==> images/congestion.png <==
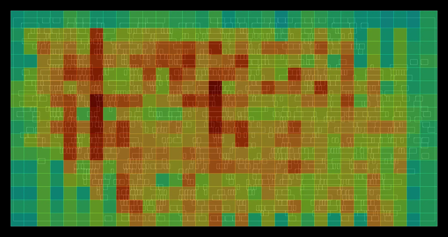
==> images/wires.png <==
Only two layers are drawn.
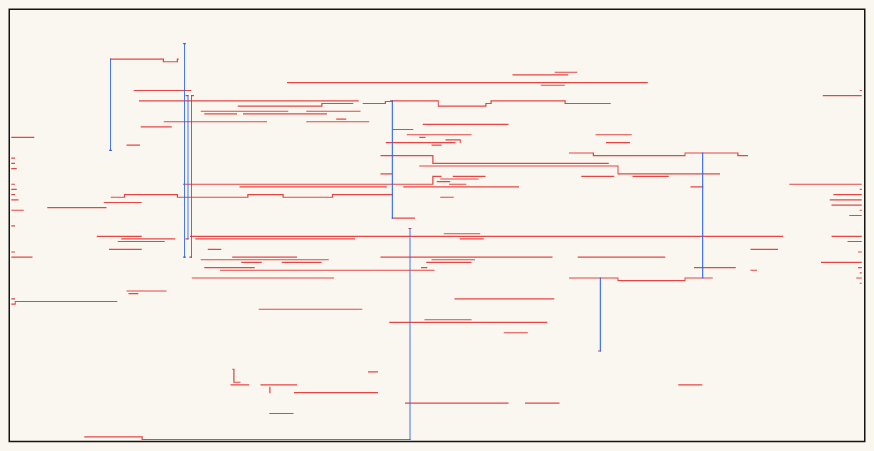
==> images/io_placement.png <==
Pins as bars across the die edge, other pins in gray.
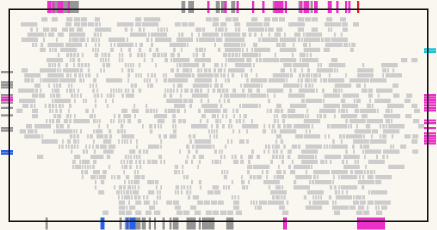
==> images/flops_by_reg.png <==
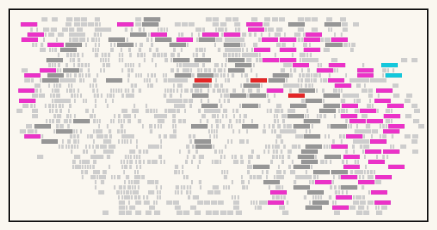
$ cat src/rtl/enc64b66b_pkg.sv
// Shared constants and types for the 64b/66b transmit encoder.
// Build option ENCODE_ERR_CNT_EN (see encode_64b_66b) does not affect this package.
package enc64b66b_pkg;

  // XGMII control characters
  localparam logic [7:0] XG_IDLE  = 8'h07;
  localparam logic [7:0] XG_START = 8'hFB;
  localparam logic [7:0] XG_TERM  = 8'hFD;
  localparam logic [7:0] XG_ERROR = 8'hFE;

  // Block type field values
  localparam logic [7:0] BT_IDLE = 8'h1E;
  localparam logic [7:0] BT_S0   = 8'h78;
  localparam logic [7:0] BT_S4   = 8'h33;
  localparam logic [7:0] BT_T0   = 8'h87;
  localparam logic [7:0] BT_T1   = 8'h99;
  localparam logic [7:0] BT_T2   = 8'hAA;
  localparam logic [7:0] BT_T3   = 8'hB4;
  localparam logic [7:0] BT_T4   = 8'hCC;
  localparam logic [7:0] BT_T5   = 8'hD2;
  localparam logic [7:0] BT_T6   = 8'hE1;
  localparam logic [7:0] BT_T7   = 8'hFF;

  // Sync headers
  localparam logic [1:0] HDR_DATA = 2'b10;
  localparam logic [1:0] HDR_CTRL = 2'b01;

  // Control block carrying eight /E/ (7'h1E) control codes
  localparam logic [63:0] ERROR_BLOCK = {{8{7'h1E}}, BT_IDLE};

  typedef enum logic [1:0] {
    ST_INIT,
    ST_C,
    ST_D,
    ST_E
  } tx_state_e;

  typedef enum logic [2:0] {
    CLS_C,
    CLS_S,
    CLS_D,
    CLS_T,
    CLS_E
  } blk_class_e;

  // Block type for a terminate in lane k
  function automatic logic [7:0] term_type(input logic [2:0] k);
    case (k)
      3'd0:    term_type = BT_T0;
      3'd1:    term_type = BT_T1;
      3'd2:    term_type = BT_T2;
      3'd3:    term_type = BT_T3;
      3'd4:    term_type = BT_T4;
      3'd5:    term_type = BT_T5;
      3'd6:    term_type = BT_T6;
      default: term_type = BT_T7;
    endcase
  endfunction

endpackage

$ cat src/rtl/encode_classify.sv
// Combinational classifier: maps one XGMII word to a block class and
// its formatted 64-bit block payload (type byte in [7:0]).
module encode_classify
  import enc64b66b_pkg::*;
(
  input  logic [63:0] txd_i,
  input  logic [7:0]  txc_i,
  output blk_class_e  cls_o,
  output logic [63:0] payload_o
);

  logic [7:0] idle_lane;

  always_comb begin
    for (int j = 0; j < 8; j++) begin
      idle_lane[j] = (txd_i[8*j +: 8] == XG_IDLE);
    end
  end

  always_comb begin
    // NOTE: every output gets a default first so no path can infer a latch.
    cls_o     = CLS_E;
    payload_o = ERROR_BLOCK;

    if (txc_i == 8'h00) begin
      cls_o     = CLS_D;
      payload_o = txd_i;
    end else if (txc_i == 8'hFF && (&idle_lane)) begin
      cls_o     = CLS_C;
      payload_o = {56'h0, BT_IDLE};
    end else if (txc_i == 8'h01 && txd_i[7:0] == XG_START) begin
      cls_o     = CLS_S;
      payload_o = {txd_i[63:8], BT_S0};
    end else if (txc_i == 8'h1F && (&idle_lane[3:0]) && txd_i[39:32] == XG_START) begin
      cls_o     = CLS_S;
      payload_o = {txd_i[63:40], 32'h0, BT_S4};
    end else begin
      // Terminate in lane k: control bits k..7, idles above k, data below k
      for (int k = 0; k < 8; k++) begin
        if (txc_i == (8'hFF << k) && txd_i[8*k +: 8] == XG_TERM &&
            (idle_lane | ~(8'hFE << k)) == 8'hFF) begin
          cls_o     = CLS_T;
          payload_o = {56'h0, term_type(3'(k))};
          for (int j = 0; j < 7; j++) begin
            if (j < k) payload_o[8*j+8 +: 8] = txd_i[8*j +: 8];
          end
        end
      end
    end
  end

endmodule

$ cat src/rtl/encode_64b_66b.sv
// 64b/66b TX encoder: stage 1 registers the classified word, stage 2 runs the
// frame-sequencing FSM. Define ENCODE_ERR_CNT_EN to add a saturating error-block counter.
module encode_64b_66b
  import enc64b66b_pkg::*;
(
  input  logic        clk_i,
  input  logic        rst_i,
  input  logic [63:0] xgmii_txd_i,
  input  logic [7:0]  xgmii_txc_i,
  input  logic        xgmii_txd_vld_i,
  output logic [63:0] encode_data_o,
  output logic [1:0]  encode_head_o,
  output logic        encode_data_vld_o,
  output logic        encode_error_o
`ifdef ENCODE_ERR_CNT_EN
  ,
  output logic [15:0] encode_err_cnt_o
`endif
);

  blk_class_e  cls;
  logic [63:0] payload;

  encode_classify u_classify (
    .txd_i     (xgmii_txd_i),
    .txc_i     (xgmii_txc_i),
    .cls_o     (cls),
    .payload_o (payload)
  );

  // Stage 1: classified word
  logic        s1_vld_q;
  blk_class_e  s1_cls_q;
  logic [63:0] s1_data_q;

  always_ff @(posedge clk_i or posedge rst_i) begin
    if (rst_i) begin
      s1_vld_q  <= 1'b0;
      s1_cls_q  <= CLS_E;
      s1_data_q <= 64'h0;
    end else begin
      // NOTE: sequential state uses non-blocking assignment so stage 2 sees
      // the word registered on the previous edge, not this one.
      s1_vld_q <= xgmii_txd_vld_i;
      if (xgmii_txd_vld_i) begin
        s1_cls_q  <= cls;
        s1_data_q <= payload;
      end
    end
  end

  // Stage 2: sequencing FSM
  tx_state_e   state_q, state_d;
  logic        blk_err;
  logic [63:0] data_q;
  logic [1:0]  head_q;
  logic        vld_q;
  logic        err_q;

  always_comb begin
    state_d = ST_E;
    case (s1_cls_q)
      CLS_C:   state_d = (state_q == ST_D) ? ST_E : ST_C;
      CLS_S:   state_d = (state_q == ST_D) ? ST_E : ST_D;
      CLS_D:   state_d = (state_q == ST_D || state_q == ST_E) ? ST_D : ST_E;
      CLS_T:   state_d = (state_q == ST_D || state_q == ST_E) ? ST_C : ST_E;
      default: state_d = ST_E;
    endcase
  end

  // Any move into (or staying in) E replaces the block with an error block
  assign blk_err = (state_d == ST_E);

  always_ff @(posedge clk_i or posedge rst_i) begin
    if (rst_i) begin
      state_q <= ST_INIT;
      data_q  <= 64'h0;
      head_q  <= 2'b00;
      vld_q   <= 1'b0;
      err_q   <= 1'b0;
    end else begin
      vld_q <= s1_vld_q;
      if (s1_vld_q) begin
        state_q <= state_d;
        err_q   <= blk_err;
        if (blk_err) begin
          data_q <= ERROR_BLOCK;
          head_q <= HDR_CTRL;
        end else begin
          data_q <= s1_data_q;
          head_q <= (s1_cls_q == CLS_D) ? HDR_DATA : HDR_CTRL;
        end
      end
    end
  end

  assign encode_data_o     = data_q;
  assign encode_head_o     = head_q;
  assign encode_data_vld_o = vld_q;
  assign encode_error_o    = err_q;

`ifdef ENCODE_ERR_CNT_EN
  logic [15:0] err_cnt_q;

  always_ff @(posedge clk_i or posedge rst_i) begin
    if (rst_i) begin
      err_cnt_q <= 16'h0;
    end else if (s1_vld_q && blk_err && err_cnt_q != 16'hFFFF) begin
      err_cnt_q <= err_cnt_q + 16'd1;
    end
  end

  assign encode_err_cnt_o = err_cnt_q;
`endif

endmodule

$ cat config.mk
export PLATFORM = sky130hd
export DESIGN_NAME = encode_64b_66b
export DESIGN_NICKNAME = d
export VERILOG_FILES = /design/src/rtl/enc64b66b_pkg.sv /design/src/rtl/encode_classify.sv /design/src/rtl/encode_64b_66b.sv
export SDC_FILE = /design/constraint.sdc
export NUM_CORES = 1
export LEC_CHECK = 0
export ABC_AREA = 1
export CORE_ASPECT_RATIO = 0.5
export CORE_UTILIZATION = 33
export DETAILED_ROUTE_END_ITERATION = 7
export GPL_TIMING_DRIVEN = 1
export PLACE_DENSITY_LB_ADDON = 0.25
export SYNTH_ARGS = -nofsm -noshare
export SYNTH_HDL_FRONTEND = slang
export SYNTH_SLANG_ARGS = --single-unit
$ cat constraint.sdc
create_clock -name clk_i -period 6 [get_ports clk_i]
set_input_delay 1.8 -clock clk_i [delete_from_list [all_inputs] [get_ports clk_i]]
set_output_delay 1.8 -clock clk_i [all_outputs]
set_load 0.05 [all_outputs]
==> ci_impl_report.md <==
## PnR job results

| Metric | Value |
|---|---|
| Status | `finished clean` |
| FF-to-FF End | `encode_data_o[17]` |
| Synth area leaders | `dfrtp_1 43%, nand2_1 13%, nand3_1 5.2%` |
| Non-clock buffer share | `14.4%` |
| Iter 0 DRT Violations | `around 840` |
| Inverters | `118` |
| CTS tree | `yes` |
| Pre-CTS setup slack | `around 1.6 ns` |
| Gr ovfl total | `0` |
| Sw power | `0.794 mW` |
| # nets final | `1282` |
| Detailed Routing Iterations Pass 1 | `7` |
| Tool warning count | `26` |
| Die area | `25100 µm²` |
| Pleak | `4.80 nW` |
| Unique cell types | `49` |
| Worst-case clock buffer depth | `2` |
| Fmax | `~250 MHz` |
| Non-clk bufs | `about 150` |
| Number of diodes | `0` |
| Slew @ Worst Pin | `0.822 ns` |
| M1 wire length | `15500 µm` |
| Clock power share | `between 40% and 50%` |
| First-pass GRT wire length | `46300 µm` |
| Worst hold slack | `between 0.4 and 0.5 ns` |
| Area leader share | `42.6%` |
| IO buf count | `142` |
| Slew margin rel. | `45.2%` |
| Comb area share | `38.1%` |
| Logic pwr share | `18.7%` |
| Setup violations, final | `0` |
| Final setup margin | `2.00 ns` |
| Met2 routed wirelength | `12100 µm` |
| FF-to-FF path depth | `8` |
| Syn Nets | `1160` |
| Synth-to-Final Area Change | `28.2%` |
| Logic area | `3930 µm²` |
| Register share of total power | `38.9%` |
| Most frequent cells in the layout | `288 x nand2_1, 142 x clkdlybuf4s50_1, 136 x dfrtp_1` |
| Seq/total area | `33.5%` |
| Top cell excl fill/tap | `nand2_1` |
| Critical Path Source Type | `input port` |
| Area reported by Yosys stat | `8050 µm²` |
| Pwr/cell area | `253 nW/µm²` |
| Final max-slew violation count | `0` |
| N_taps | `around 310` |
| Tcrit/Tclk final | `66.6%` |
| Number of standard cells reported by yosys | `between 1000 and 1500` |
| Met2 Use GR | `between 30% and 40%` |
| Total CTS buffers | `17` |
| CP arrival | `4.31 ns` |
| Mapped Area | `8050 µm²` |
| Drt drc | `0` |
| Fillers | `2371` |
| Final wirelength | `about 30000 µm` |
| Worst vdd ir | `roughly 0.16 mV` |
| Synthesized registers | `138` |
| R2R Path Start | `s1_cls_q[0]` |
| Clock Power | `1.11 mW` |
| Top Ports | `143` |
| RSZ-0062 raised after global routing | `no` |
| Vias per cell | `5.16` |
| Worst setup path category | `in2reg` |
| Via count | `about 7900` |
| Top pwr grp | `clock` |
| Antenna viol nets, final | `0` |
| Insertion Delay late pin | `0.44 ns` |
| Gpl congestion | `0.937` |
| Largest net degree at the start of global routing | `79` |
| Post-synth top cells | `288 x nand2_1, 137 x dfrtp_1, 107 x nor2_1` |
| R2R setup slack | `~3.3 ns` |
Notes on congestion.png above:
Most Crowded Layer GR: met1
grt met1 use: 37.4%
post-layout util: 44.2%
drt wl/cell: 19.6 µm
Tot GR Track Use: 24.6%

Notes on wires.png above:
| color | layer | wire length |
|---|---|---|
| red | metal 3 | 2020 µm |
| blue | metal 4 | 297 µm |

Notes on io_placement.png above:
| color | port | pins | direction | edge |
|---|---|---|---|---|
| red | `rst_i` | 1 | input | north |
| blue | `xgmii_txc_i` | 8 | input | 6 south, 2 west |
| magenta | `encode_data_o` | 64 | output | 29 north, 18 south, 15 east, 2 west |
| cyan | `encode_head_o` | 2 | output | east |
all pins by edge: 57 south, 55 north, 17 east, 14 west

Notes on flops_by_reg.png above:
| color | name in the netlist | flops |
|---|---|---|
| cyan | `encode_head_o` | 2 |
| magenta | `encode_data_o` | 64 |
| red | `s1_cls_q` | 3 |
not colored: 69

## critical path: stages
cell and delay, ns:
clkdlybuf4s50_1 0.63, nand4_1 0.26, nor2b_4 0.28, nand2_4 0.08, nor2_4 0.20, nand3_1 0.20, nand2_2 0.27, nor2_1 0.07
buf_4 0.24, nand2_4 0.16, nand3_1 0.09
## cell families after synthesis
family                 Yosys count  share of synthesized area, %
and+or+nand+nor                583                          33.5
buffers and inverters          165                          8.30
DFF                            138                          42.9
AOI/OAI and AO/OA              199                          15.4
## sequential cells by signal, indices dropped and copies added (netlist names)
signal,flops
encode_data_o,64
s1_data_q,64
s1_cls_q,3
encode_head_o,2
state_q,2
encode_data_vld_o,1
encode_error_o,1
s1_vld_q,1
No activity file was given, so power comes from the tool's default toggle rates.
